==> run_1/metal_stack.png <==
Two of the layers only.
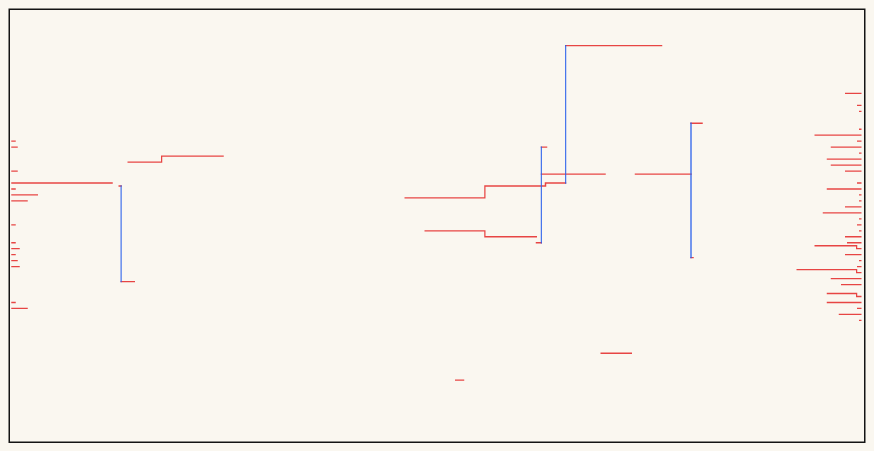
==> run_1/pins.png <==
Pins as bars across the die edge, other pins in gray.
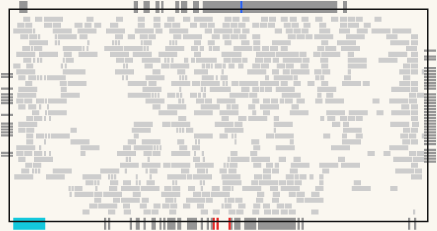
==> run_1/port_nets.png <==
The bar under the picture is 50 µm long.
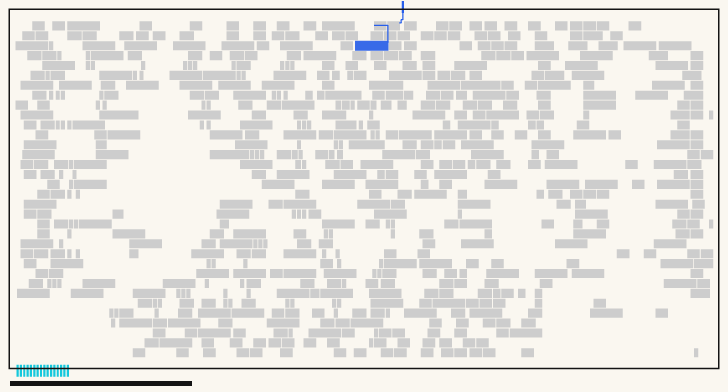
==> run_1/met3.png <==
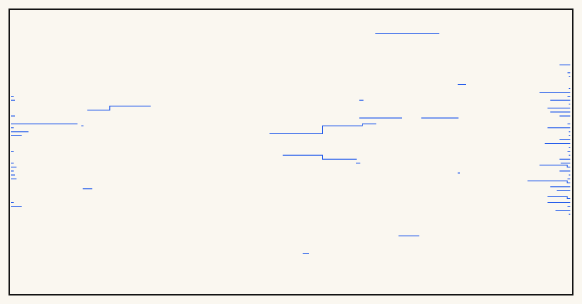
`config.mk`:
```
export PLATFORM = sky130hd
export DESIGN_NAME = memu_stage
export DESIGN_NICKNAME = d
export VERILOG_FILES = /design/src/rtl/memu_stage_pkg.sv /design/src/rtl/memu_lmsm_seq.sv /design/src/rtl/memu_stage.sv
export SDC_FILE = /design/constraint.sdc
export NUM_CORES = 1
export LEC_CHECK = 0
export CAP_MARGIN = 20
export CORE_ASPECT_RATIO = 0.5
export CORE_UTILIZATION = 30
export CTS_BUF_LIST = sky130_fd_sc_hd__clkbuf_16
export CTS_CLUSTER_DIAMETER = 40
export CTS_CLUSTER_SIZE = 12
export DETAILED_ROUTE_END_ITERATION = 16
export MAX_ROUTING_LAYER = met4
export PLACE_DENSITY = 0.6
export SLEW_MARGIN = 20
export SYNTH_ARGS = -nofsm -noshare
export SYNTH_HDL_FRONTEND = slang
export SYNTH_SLANG_ARGS = --single-unit
```
`constraint.sdc`:
```
create_clock -name clk_i -period 11.75 [get_ports clk_i]
set_input_delay 3.525 -clock clk_i [delete_from_list [all_inputs] [get_ports clk_i]]
set_output_delay 3.525 -clock clk_i [all_outputs]
set_load 0.02 [all_outputs]
```
`src/rtl/memu_stage_pkg.sv`:
```
// memu_stage_pkg: shared definitions for the memory-access stage.
//   - opcode constants for the memory instructions (instr[15:12])
//   - FSM state encodings of memu_stage
//   - small opcode classification helpers
package memu_stage_pkg;

  localparam logic [3:0] OP_LW = 4'b0100;
  localparam logic [3:0] OP_SW = 4'b0101;
  localparam logic [3:0] OP_LM = 4'b0110;
  localparam logic [3:0] OP_SM = 4'b0111;

  localparam logic [1:0] MEMU_IDLE  = 2'b00;
  localparam logic [1:0] MEMU_ACC   = 2'b01;
  localparam logic [1:0] MEMU_MULTI = 2'b10;

  // True for opcodes whose completion writes a register from memory.
  function automatic logic op_is_load(input logic [3:0] op);
    return (op == OP_LW) || (op == OP_LM);
  endfunction

  // True for the multi-register transfer opcodes.
  function automatic logic op_is_multi(input logic [3:0] op);
    return (op == OP_LM) || (op == OP_SM);
  endfunction

endpackage

```
`src/rtl/memu_lmsm_seq.sv`:
```
// memu_lmsm_seq: LM/SM beat sequencer.
//   Holds the remaining register mask and the current beat address. The
//   lowest set mask bit is the register of the current beat; each accepted
//   beat (adv) clears that bit and advances the address by one (wrapping).
// Ports:
//   clk_i, rst_i   clock, asynchronous active-high reset
//   load           capture load_mask/load_base (start of a transfer)
//   load_mask      register mask (bit i selects register i)
//   load_base      base word address
//   adv            current beat completed (ack seen)
//   cur_idx        register index of the current beat
//   last_beat      current beat is the final one
//   beat_addr      word address of the current beat
module memu_lmsm_seq
  import memu_stage_pkg::*;
#(
  parameter int ADDR_W = 16,
  parameter int NREG   = 8
) (
  input  logic              clk_i,
  input  logic              rst_i,
  input  logic              load,
  input  logic [NREG-1:0]   load_mask,
  input  logic [ADDR_W-1:0] load_base,
  input  logic              adv,
  output logic [2:0]        cur_idx,
  output logic              last_beat,
  output logic [ADDR_W-1:0] beat_addr
);

  logic [NREG-1:0]   mask_r;
  logic [ADDR_W-1:0] addr_r;
  logic [NREG-1:0]   low_bit_s;

  // Lowest-set-bit priority encoder (descending scan so the lowest index wins).
  always_comb begin
    cur_idx = 3'd0;
    for (int i = NREG - 1; i >= 0; i--) begin
      if (mask_r[i]) begin
        cur_idx = 3'(i);
      end else begin
        cur_idx = cur_idx;
      end
    end
  end

  // Isolate the lowest set bit; the beat is last when no other bit remains.
  assign low_bit_s = mask_r & (~mask_r + {{(NREG-1){1'b0}}, 1'b1});
  assign last_beat = ((mask_r & ~low_bit_s) == {NREG{1'b0}});
  assign beat_addr = addr_r;

  // Mask and beat address: load at transfer start, clear bit / step on ack.
  always_ff @(posedge clk_i or posedge rst_i) begin
    if (rst_i) begin
      mask_r <= {NREG{1'b0}};
      addr_r <= {ADDR_W{1'b0}};
    end else if (load) begin
      mask_r <= load_mask;
      addr_r <= load_base;
    end else if (adv) begin
      mask_r <= mask_r & ~low_bit_s;
      addr_r <= addr_r + {{(ADDR_W-1){1'b0}}, 1'b1};
    end else begin
      mask_r <= mask_r;
      addr_r <= addr_r;
    end
  end

endmodule

```
`src/rtl/memu_stage.sv`:
```
// memu_stage: memory-access stage of the 16-bit pipeline.
//   Passes ALU results to writeback (1 cycle), performs LW/SW through a
//   req/ack data-memory port and, when MEMU_LMSM_EN is defined, sequences
//   LM/SM multi-register transfers. Without MEMU_LMSM_EN, LM/SM retire in one
//   cycle with no memory access and pulse memu_illegal_o.
// Ports:
//   clk_i, rst_i                 clock, asynchronous active-high reset
//   ex_*                         execute-stage result (valid, instr, pc,
//                                wb value / store data, rd index, address)
//   memu_stall_o                 upstream hold while an access is in flight
//   load_pending_o               load (LW/LM) outstanding, to exec
//   dmem_req/we/addr/wdata_o     data-memory request, held until ack
//   dmem_ack_i, dmem_rdata_i     memory completion and read data
//   rf_sm_idx_o, rf_sm_val_i     RF read port for SM beats
//   wb_*                         writeback (valid pulse, rd, value, pc, instr)
//   fwd_mem_*                    MEM-stage forwarding, mirrors wb_*
//   memu_illegal_o               pulse: LM/SM retired without execution
module memu_stage
  import memu_stage_pkg::*;
#(
  parameter int DATA_W = 16,
  parameter int ADDR_W = 16,
  parameter int NREG   = 8
) (
  input  logic              clk_i,
  input  logic              rst_i,
  input  logic              ex_valid_i,
  input  logic [15:0]       ex_instr_i,
  input  logic [15:0]       ex_pc_i,
  input  logic [DATA_W-1:0] ex_wb_val_i,
  input  logic [2:0]        ex_rd_idx_i,
  input  logic [ADDR_W-1:0] ex_addr_i,
  output logic              memu_stall_o,
  output logic              load_pending_o,
  output logic              dmem_req_o,
  output logic              dmem_we_o,
  output logic [ADDR_W-1:0] dmem_addr_o,
  output logic [DATA_W-1:0] dmem_wdata_o,
  input  logic              dmem_ack_i,
  input  logic [DATA_W-1:0] dmem_rdata_i,
  output logic [2:0]        rf_sm_idx_o,
  input  logic [DATA_W-1:0] rf_sm_val_i,
  output logic              wb_valid_o,
  output logic [2:0]        wb_rd_idx_o,
  output logic [DATA_W-1:0] wb_val_o,
  output logic [15:0]       wb_pc_o,
  output logic [15:0]       wb_instr_o,
  output logic              fwd_mem_valid_o,
  output logic [2:0]        fwd_mem_rd_o,
  output logic [DATA_W-1:0] fwd_mem_val_o,
  output logic              memu_illegal_o
);

  logic [1:0]        state_r;
  logic [15:0]       op_instr_r;
  logic [15:0]       op_pc_r;
  logic [2:0]        op_rd_r;
  logic [ADDR_W-1:0] acc_addr_r;
  logic [DATA_W-1:0] wdata_r;
  logic [3:0]        ex_op_s;
  logic [3:0]        cur_op_s;
  logic              final_ack_s;

  assign ex_op_s  = ex_instr_i[15:12];
  assign cur_op_s = op_instr_r[15:12];

`ifdef MEMU_LMSM_EN
  logic [NREG-1:0]   ex_mask_s;
  logic              seq_load_s;
  logic              seq_adv_s;
  logic [2:0]        seq_idx_s;
  logic              seq_last_s;
  logic [ADDR_W-1:0] seq_addr_s;

  assign ex_mask_s  = ex_instr_i[NREG-1:0];
  assign seq_load_s = (state_r == MEMU_IDLE) && ex_valid_i && op_is_multi(ex_op_s)
                      && (ex_mask_s != {NREG{1'b0}});
  assign seq_adv_s  = (state_r == MEMU_MULTI) && dmem_ack_i;

  memu_lmsm_seq #(
    .ADDR_W (ADDR_W),
    .NREG   (NREG)
  ) u_lmsm_seq (
    .clk_i     (clk_i),
    .rst_i     (rst_i),
    .load      (seq_load_s),
    .load_mask (ex_mask_s),
    .load_base (ex_addr_i),
    .adv       (seq_adv_s),
    .cur_idx   (seq_idx_s),
    .last_beat (seq_last_s),
    .beat_addr (seq_addr_s)
  );

  // SM write data comes straight from the RF read port during the beat.
  assign final_ack_s  = dmem_ack_i && ((state_r == MEMU_ACC) ||
                        ((state_r == MEMU_MULTI) && seq_last_s));
  assign rf_sm_idx_o  = (state_r == MEMU_MULTI) ? seq_idx_s : 3'd0;
  assign dmem_addr_o  = (state_r == MEMU_MULTI) ? seq_addr_s : acc_addr_r;
  assign dmem_wdata_o = ((state_r == MEMU_MULTI) && dmem_we_o) ? rf_sm_val_i : wdata_r;
`else
  logic [NREG-1:0]   unused_mask_s;
  logic              unused_rf_s;

  assign unused_mask_s = ex_instr_i[NREG-1:0];
  assign unused_rf_s   = ^rf_sm_val_i;
  assign final_ack_s   = dmem_ack_i && (state_r == MEMU_ACC);
  assign rf_sm_idx_o   = 3'd0;
  assign dmem_addr_o   = acc_addr_r;
  assign dmem_wdata_o  = wdata_r;
`endif

  assign memu_stall_o    = (state_r != MEMU_IDLE);
  // Gated by rst_i so the combinational output is 0 throughout reset.
  assign load_pending_o  = !rst_i &&
                           (((state_r == MEMU_IDLE) && ex_valid_i && op_is_load(ex_op_s)) ||
                            ((state_r != MEMU_IDLE) && op_is_load(cur_op_s) && !final_ack_s));
  assign fwd_mem_valid_o = wb_valid_o;
  assign fwd_mem_rd_o    = wb_rd_idx_o;
  assign fwd_mem_val_o   = wb_val_o;

  // Stage FSM, memory request registers and writeback registers.
  always_ff @(posedge clk_i or posedge rst_i) begin
    if (rst_i) begin
      state_r        <= MEMU_IDLE;
      op_instr_r     <= 16'h0000;
      op_pc_r        <= 16'h0000;
      op_rd_r        <= 3'd0;
      acc_addr_r     <= {ADDR_W{1'b0}};
      wdata_r        <= {DATA_W{1'b0}};
      dmem_req_o     <= 1'b0;
      dmem_we_o      <= 1'b0;
      wb_valid_o     <= 1'b0;
      wb_rd_idx_o    <= 3'd0;
      wb_val_o       <= {DATA_W{1'b0}};
      wb_pc_o        <= 16'h0000;
      wb_instr_o     <= 16'h0000;
      memu_illegal_o <= 1'b0;
    end else begin
      wb_valid_o     <= 1'b0;
      memu_illegal_o <= 1'b0;
      case (state_r)
        MEMU_IDLE: begin
          if (ex_valid_i) begin
            op_instr_r <= ex_instr_i;
            op_pc_r    <= ex_pc_i;
            op_rd_r    <= ex_rd_idx_i;
            case (ex_op_s)
              OP_LW, OP_SW: begin
                state_r    <= MEMU_ACC;
                dmem_req_o <= 1'b1;
                dmem_we_o  <= (ex_op_s == OP_SW);
                acc_addr_r <= ex_addr_i;
                wdata_r    <= (ex_op_s == OP_SW) ? ex_wb_val_i : {DATA_W{1'b0}};
              end
              OP_LM, OP_SM: begin
`ifdef MEMU_LMSM_EN
                if (ex_mask_s != {NREG{1'b0}}) begin
                  state_r    <= MEMU_MULTI;
                  dmem_req_o <= 1'b1;
                  dmem_we_o  <= (ex_op_s == OP_SM);
                  wdata_r    <= {DATA_W{1'b0}};
                end else begin
                  // Empty mask retires like a non-memory op, without a write.
                  wb_pc_o    <= ex_pc_i;
                  wb_instr_o <= ex_instr_i;
                end
`else
                wb_pc_o        <= ex_pc_i;
                wb_instr_o     <= ex_instr_i;
                memu_illegal_o <= 1'b1;
`endif
              end
              default: begin
                wb_valid_o  <= 1'b1;
                wb_rd_idx_o <= ex_rd_idx_i;
                wb_val_o    <= ex_wb_val_i;
                wb_pc_o     <= ex_pc_i;
                wb_instr_o  <= ex_instr_i;
              end
            endcase
          end
        end
        MEMU_ACC: begin
          if (dmem_ack_i) begin
            state_r    <= MEMU_IDLE;
            dmem_req_o <= 1'b0;
            dmem_we_o  <= 1'b0;
            wb_pc_o    <= op_pc_r;
            wb_instr_o <= op_instr_r;
            if (cur_op_s == OP_LW) begin
              wb_valid_o  <= 1'b1;
              wb_rd_idx_o <= op_rd_r;
              wb_val_o    <= dmem_rdata_i;
            end
          end
        end
`ifdef MEMU_LMSM_EN
        MEMU_MULTI: begin
          if (dmem_ack_i) begin
            wb_pc_o    <= op_pc_r;
            wb_instr_o <= op_instr_r;
            if (cur_op_s == OP_LM) begin
              wb_valid_o  <= 1'b1;
              wb_rd_idx_o <= seq_idx_s;
              wb_val_o    <= dmem_rdata_i;
            end
            if (seq_last_s) begin
              state_r    <= MEMU_IDLE;
              dmem_req_o <= 1'b0;
              dmem_we_o  <= 1'b0;
            end
          end
        end
`endif
        default: begin
          state_r    <= MEMU_IDLE;
          dmem_req_o <= 1'b0;
          dmem_we_o  <= 1'b0;
        end
      endcase
    end
  end

endmodule

```
==> flow_metrics.tcl, run 1 <==
# collected from the flow reports
set metrics [dict create \
    stdcell_count 867 \
    synth-xor-area-share_pct 0 \
    cts_made_buffers 17 \
    wl_met3_um 333 \
    viasPerCell 4.51 \
    slew_viol_final 0 \
    rsz0062_at_grt "no" \
    synthAoiAreaFrac_pct 3.88 \
    rows 34 \
    leakage_uw 0.00356 \
    gp_congestion 0.707 \
    fmax_mhz 109 \
    fin_setup_tns_ns 0 \
    initCoreUtil_pct 31.3 \
    period_needed_ns 9.18 \
    ys_seq_share_pct 55.0 \
    layout_top_cells "clkdlybuf4s50_1 (195), dfrtp_1 (121), nand2_1 (105)" \
    p_int_uw 1050 \
    yosysWarnings 0 \
    power.share.switching_pct 29.3 \
    relSlewSlack_pct 36.6 \
    status "complete, no violations" \
    ys_types 26 \
    drt_iter0_markers 147 \
    postCtsSetupBuffers 0 \
    cap_violations 0 \
    fillers 1628 \
    ys_sh_adder_pct 0 \
    fin_nets 723 \
    numSynthFlops 122 \
    cts_root_buf "clkbuf_16" \
    dp_hpwl_um 9250 \
    muxShareOfSynthArea_pct 24.5 \
    cts_hold_buf 0 \
    grt_max_degree 68 \
    grt_usage_pct 15.9 \
    wirelength_met1_um 6280 \
    postPlaceCellArea_um2 7560 \
    fin_crit_sh_pct 78.1 \
    drive_gt1_share_pct 27.3 \
    top_layer_used "met4" \
    tool_warnings 42 \
    first_pass_iters 4 \
    hold_viol_final 0 \
    cts_tree "done" \
    clock_path_buffers 2 \
    path_cells "clkdlybuf4s50_1, nor2b_4, buf_4, nand3_1, a21oi_1, clkdlybuf4s50_1" \
    setup_viol 0 \
    overflow 0 \
    dr_wl_met2_um 7280 \
    post-place-cells 834 \
    slowest_stage "clkdlybuf4s50_1" \
    skew_ns 0.00818 \
    antenna_found_initial 0 \
    core-area_um2 17700 \
    die_area_um2 19100 \
    pwr-share-clk_pct 35.9 \
    max-vdd-ir-drop_mv 0.101 \
    ys_chip_area_um2 5550 \
    lay_top_count "clkdlybuf4s50_1" \
    ctsResizeCount 0 \
    n_antenna_cell 0 \
    hold_path.class "reg2reg" \
    syn-instance-count 450 \
    end_kind "output pin" \
    clkTransAtPathRegs_ns 0.05 \
    worstMarginPinSlew_ns 0.950 \
    criticalPathCategory "in2out" \
    p_seq_share_pct 36.2 \
    stdcell_area_um2 8170 \
    h-tree-depth 4 \
    die_w_um 194 \
    syn_area_per_cell_um2 12.3 \
    remaining_drc_errors 0 \
    syn_area_um2 5550 \
    p_sw_uw 436 \
    synthToLayoutAreaGrowth_pct 47.2 \
    required_ns 8.23 \
    clkSinkCount 122 \
    power_density_nw_per_um2 182 \
    dieHeight_um 98.2 \
    path_max_fanout 52 \
    grt_pass1_wl_um 23000 \
    topCombFamilyByArea "multiplexers" \
    start_kind "input port" \
    slowest_delay_ns 0.62 \
    ys_sh_simple_pct 10.3 \
    clock_latency_ns 0.41 \
    yosysCellCount 450 \
    crit_top_cell "clkdlybuf4s50_1" \
    crit_arrival_ns 5.65 \
    combPwrFrac_pct 27.9 \
    grt_pass1_vias 4212 \
    detail-route-antenna-nets 0 \
]
Notes on metal_stack.png above:
- met4: blue (wire length 105 µm)
- met3: red (wire length 334 µm)
Routed WL: 14000 µm
via count: 3909
drt wl/cell: 16.1 µm

Notes on pins.png above:
- `wb_valid_o`: blue (pins 1; direction output; edge top)
- `ex_rd_idx_i`: red (pins 3; direction input; edge bottom)
- `rf_sm_val_i`: cyan (pins 16; direction input; edge bottom)
- all pins by edge: 90 top, 76 bottom, 34 right, 15 left

Notes on port_nets.png above:
- `rf_sm_val_i`: cyan (direction input; edge bottom; end cells 0; buffers 0)
- `wb_valid_o`: blue (direction output; edge top; end cells 1; buffers 1; wire 12.6 µm)
Ports: 215
Buffers on Ports: 195

Notes on met3.png above:
- nets with wire on the layer: 53
- share of all routed wire: 2.4%
- longest straight run: 22.8 µm
- main direction: horizontal
grt met3 use: 3.52%

-- run 1: layer usage --
| metal | global-route usage (%) | up-vias |
|---|---|---|
| met1 | 19.0 | 1987 |
| li1 | - | 1845 |
| met4 | 4.58 | 0 |
| met3 | 3.52 | 10 |
| met2 | 27.2 | 67 |
| met5 | - | - |
-- run 1: final timing paths --
path / start / to / slack [ns] / depth (start not counted)
setup / recovery: ex_valid_i / load_pending_o / 2.57 / 6
hold / removal: op_pc_r[4] / op_pc_r[4] / 0.47 / 2
setup reg to reg: dmem_req_o / wb_pc_o[14] / 8.72 / 5
hold reg to reg: op_pc_r[4] / op_pc_r[4] / 0.47 / 2
max in group asynchronous: rst_i / dmem_req_o / 6.73 / 3
min in group asynchronous: rst_i / op_instr_r[11] / 3.62 / 2
-- run 1: power by group through the flow --
| stage | registers (µW) | clock network (µW) | logic (µW) |
|---|---|---|---|
| 6_report | 539 | 534 | 416 |
| 5_1_grt | 550 | 570 | 441 |
| 4_1_cts | 540 | 550 | 421 |
| 3_5_place_dp | 546 | 0 | 421 |
| 3_3_place_gp | 544 | 0 | 414 |
| 2_1_floorplan | 613 | 0 | 158 |
-- run 1: state kept, by name, summed over array words and instances (netlist names) --
signal	count
fwd_mem_valid_o	1
fwd_mem_val_o	16
wb_pc_o	16
wb_instr_o	16
fwd_mem_rd_o	3
op_rd_r	3
dmem_req_o	1
op_pc_r	16
dmem_wdata_o	16
op_instr_r	16
memu_illegal_o	1
dmem_we_o	1
dmem_addr_o	16
-- run 1: cells in the mapped netlist, drive strengths merged --
library cell  number  area share [%]
dfrtp            122              55
mux2             116              24
nand2            106             7.3
buf               46             5.6
a21bo             16             2.9
nand4             16             1.8
o21ai              6            0.74
clkbuf             5            0.34
inv                5            0.34
nand2b             2            0.23
nor2b              2            0.23
a21oi              1           0.090
and3               1            0.11
conb               1           0.068
mux2i              1            0.18
nand3              1           0.090
nand4bb            1            0.20
nor3b              1            0.34
o32ai              1            0.16
-- run 1: final cells by class --
cell class	count	area [µm²]	area share, %
Sequential cell	122	3050	37.4
Inverter	5	21.3	0.260
Multi-Input combinational cell	274	2190	26.8
Clock buffer	17	425	5.21
Timing Repair Buffer	200	2010	24.6
Tap cell	234	293	3.58
Clock inverter	15	176	2.16
-- run 1: logic make-up (layout without fill, tap and decap cells) --
kind of cell,count (synthesis),count (layout)
buf+inv,56,237
other cells,1,3
mux,117,117
simple gates,130,130
flops,122,122
compound gates,24,24
-- run 1: stage by stage --
stage / hold WS [ns] / total power [µW] / worst slack, ns / util (%)
4_1_cts: 0.475 / 1510 / 2.56 / 46.0
3_3_place_gp: 0.453 / 958 / 2.56 / 42.5
3_5_place_dp: 0.460 / 967 / 2.59 / 42.6
2_1_floorplan: 0.440 / 772 / 3.79 / -
5_1_grt: 0.494 / 1560 / 2.48 / 46.1
6_report: 0.469 / 1490 / 2.57 / 46.1
-- run 1: critical path: cells and delay by family --
kind,cells,cell delay [ns]
buffers and inverters,3,1.64
AND/OR/NAND/NOR,2,0.30
AND-OR/OR-AND,1,0.17
## Run 2: what changed since run 1
==> constraint.sdc (replaced) <==
create_clock -name clk_i -period 9 [get_ports clk_i]
set_input_delay 2.7 -clock clk_i [delete_from_list [all_inputs] [get_ports clk_i]]
set_output_delay 2.7 -clock clk_i [all_outputs]
set_load 0.02 [all_outputs]
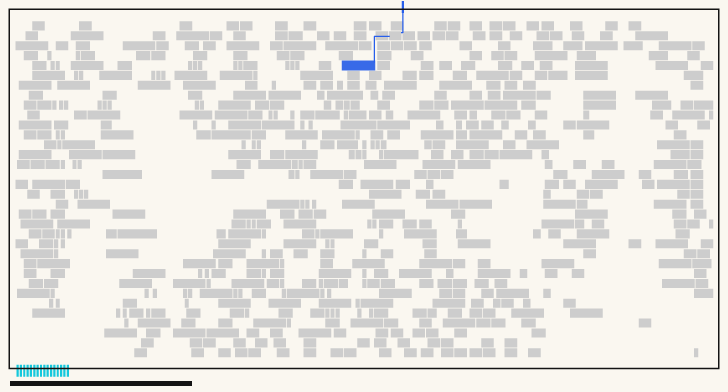
(run_2/port_nets.png)
The bar under the picture is 50 µm long.
- `rf_sm_val_i`: cyan (direction input; edge bottom; end cells 0; buffers 0)
- `wb_valid_o`: blue (direction output; edge top; end cells 1; buffers 1; wire 17.7 µm)

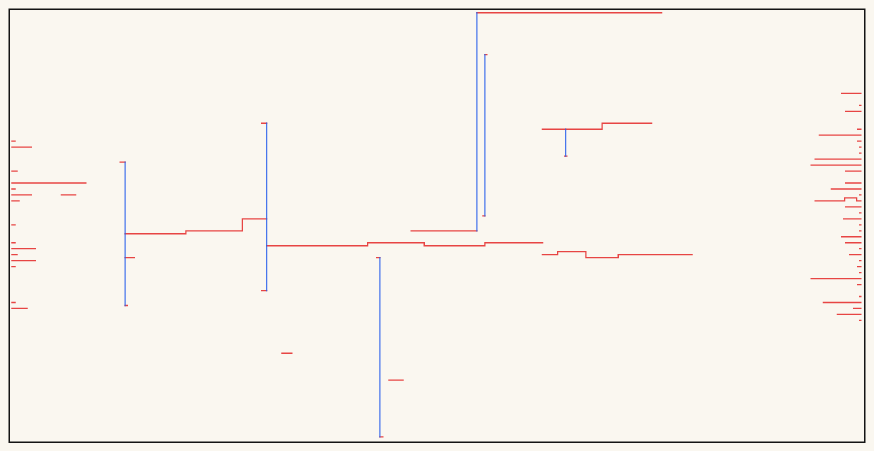
(run_2/metal_stack.png)
Two of the layers only.
- met4: blue (wire length 204 µm)
- met3: red (wire length 399 µm)

==> flow_metrics.tcl, run 2 <==
# collected from the flow reports
set metrics [dict create \
    async_flop_share_pct 100 \
    initCoreUtil_pct 31.3 \
    worstMarginPinSlew_ns 1.05 \
    io_pins 215 \
    grt_pass1_vias 4359 \
    relSlewSlack_pct 30.0 \
    ys_chip_area_um2 5550 \
    skew_ns 0.00865 \
    utilization_pct 46.0 \
    clkTransAtPathRegs_ns 0.06 \
    h-tree-depth 4 \
    ys_seq_share_pct 55.0 \
    syn_area_per_cell_um2 12.3 \
    power_density_nw_per_um2 238 \
    leakage_uw 0.00357 \
    n_antenna_cell 0 \
    ys_types 26 \
    core-area_um2 17700 \
    postPlaceCellArea_um2 7540 \
    synthToLayoutAreaGrowth_pct 47.1 \
    hold_path.class "reg2reg" \
    rows 34 \
    drive_gt1_share_pct 27.3 \
    cts_root_buf "clkbuf_16" \
    common_cells "dfrtp_1 (122), nand2_1 (105), mux2_2 (102)" \
    postCtsSetupBuffers 0 \
    clock_latency_ns 0.41 \
    start_kind "input port" \
    lay_top_count "clkdlybuf4s50_1" \
    crit_arrival_ns 4.40 \
    required_ns 6.30 \
    fin_crit_sh_pct 78.9 \
    criticalPathCategory "in2out" \
    first_pass_iters 4 \
    grt_usage_pct 15.8 \
    grt_pass1_wl_um 22900 \
    r2r_setup_slack_ns 5.80 \
    die_w_um 194 \
    slowest_stage "clkdlybuf4s50_1" \
    ctsResizeCount 0 \
    crit_top_cell "clkdlybuf4s50_1" \
    gp_congestion 0.687 \
    stdcell_area_um2 8170 \
    dieHeight_um 98.2 \
    clkSinkCount 122 \
    viasPerCell 4.52 \
    routedWlPerCell_um 16.1 \
    tool_warnings 42 \
    top_area_share_pct 55.0 \
    drt_iter0_markers 107 \
    grt_max_degree 66 \
    dp_hpwl_um 9280 \
    num_vias 3920 \
    cap_violations 0 \
    setup_viol 0 \
    cts_hold_buf 0 \
    finalWorstSetupSlack_ns 1.90 \
    numSynthFlops 122 \
    rsz0062_at_grt "no" \
    yosysWarnings 0 \
    max-vdd-ir-drop_mv 0.145 \
    syn_area_um2 5550 \
    port_buffers 195 \
    ff_type "dfrtp_1" \
    edf_count 0 \
    die_area_um2 19100 \
    preCtsSetupSlack_ns 1.89 \
    period_needed_ns 7.10 \
    overflow 0 \
    path_cells "clkdlybuf4s50_1, nor2b_1, nand3_1, a21oi_1, clkdlybuf4s50_1" \
    slew_viol_final 0 \
    syn-instance-count 450 \
    layout_top_cells "clkdlybuf4s50_1 (195), dfrtp_1 (121), nand2_1 (105)" \
    netlist_top_cells_area "dfrtp_1 (55%), mux2_2 (21%), nand2_1 (7.1%)" \
    holdWs_ns 0.472 \
    antenna_found_initial 0 \
    detail-route-antenna-nets 0 \
    slowest_delay_ns 0.63 \
    fmax_mhz 141 \
    yosysCellCount 450 \
    synth.largest_area_cell "dfrtp_1" \
    fin_nets 723 \
    clock_path_buffers 2 \
    cts_tree "done" \
    status "complete, no violations" \
    fin_setup_tns_ns 0 \
    cts_made_buffers 17 \
    path_max_fanout 3 \
    remaining_drc_errors 0 \
    top_cell "dfrtp_1" \
    end_kind "output pin" \
    hold_viol_final 0 \
    wirelength_um 14000 \
]
[run 2: cell types whose count changed in the layout (fill, tap and decap cells not counted), sizes merged]
cell,previous run,this run
clkinvlp,4,2
clkinv,7,6
inv,6,9
[run 2: worst max-delay path: cells and delay by family]
kind / cells / cell delay (ns)
buf+inv: 2 / 1.14
compound gates: 1 / 0.15
simple gates: 2 / 0.42
[run 2: final timing paths]
path	from	to	cells after the start
setup / recovery	ex_instr_i[14]	load_pending_o	5
hold / removal	op_instr_r[1]	op_instr_r[1]	2
setup reg to reg	dmem_req_o	fwd_mem_rd_o[2]	4
hold reg to reg	op_instr_r[1]	op_instr_r[1]	2
max in group asynchronous	rst_i	op_pc_r[14]	3
min in group asynchronous	rst_i	fwd_mem_valid_o	2
[run 2: logic make-up (layout without fill, tap and decap cells)]
family,after synthesis,in the layout,share of synthesized area [%]
flip-flops,122,122,55.0
other,1,3,0.0675
buffers and inverters,56,237,6.26
AND-OR/OR-AND,24,24,3.88
AND/OR/NAND/NOR,130,130,10.3
multiplexers,117,117,24.5
[run 2: area by class of cell]
class | count | area [µm²]
clock inverters | 15 | 175
repair buffers | 200 | 2010
clock buffers | 17 | 425
inverters | 5 | 21.3
flip-flops and latches | 122 | 3050
well taps | 234 | 293
fillers | 1595 | 9570
multi-input cells | 274 | 2190
[run 2: metrics by stage]
step,instances,total power (µW)
floorplan,452,1010
global placement,834,1250
detailed placement,834,1260
CTS,866,1970
global route,867,2040
finish,867,1940
[run 2: per-layer routing]
| metal | track usage, % | part of all wire [%] |
|---|---|---|
| met3 | 3.59 | 2.9 |
| met5 | - | 0 |
| met1 | 18.1 | 45 |
| met2 | 27.5 | 51 |
| met4 | 5.25 | 1.5 |
[run 2: power by group]
group          switching (µW)  total (µW)  internal, µW
logic                     246         540           294
registers                58.9         705           646
clock network             263         699           436
total                     569        1940          1380
No activity file was given, so power comes from the tool's default toggle rates.
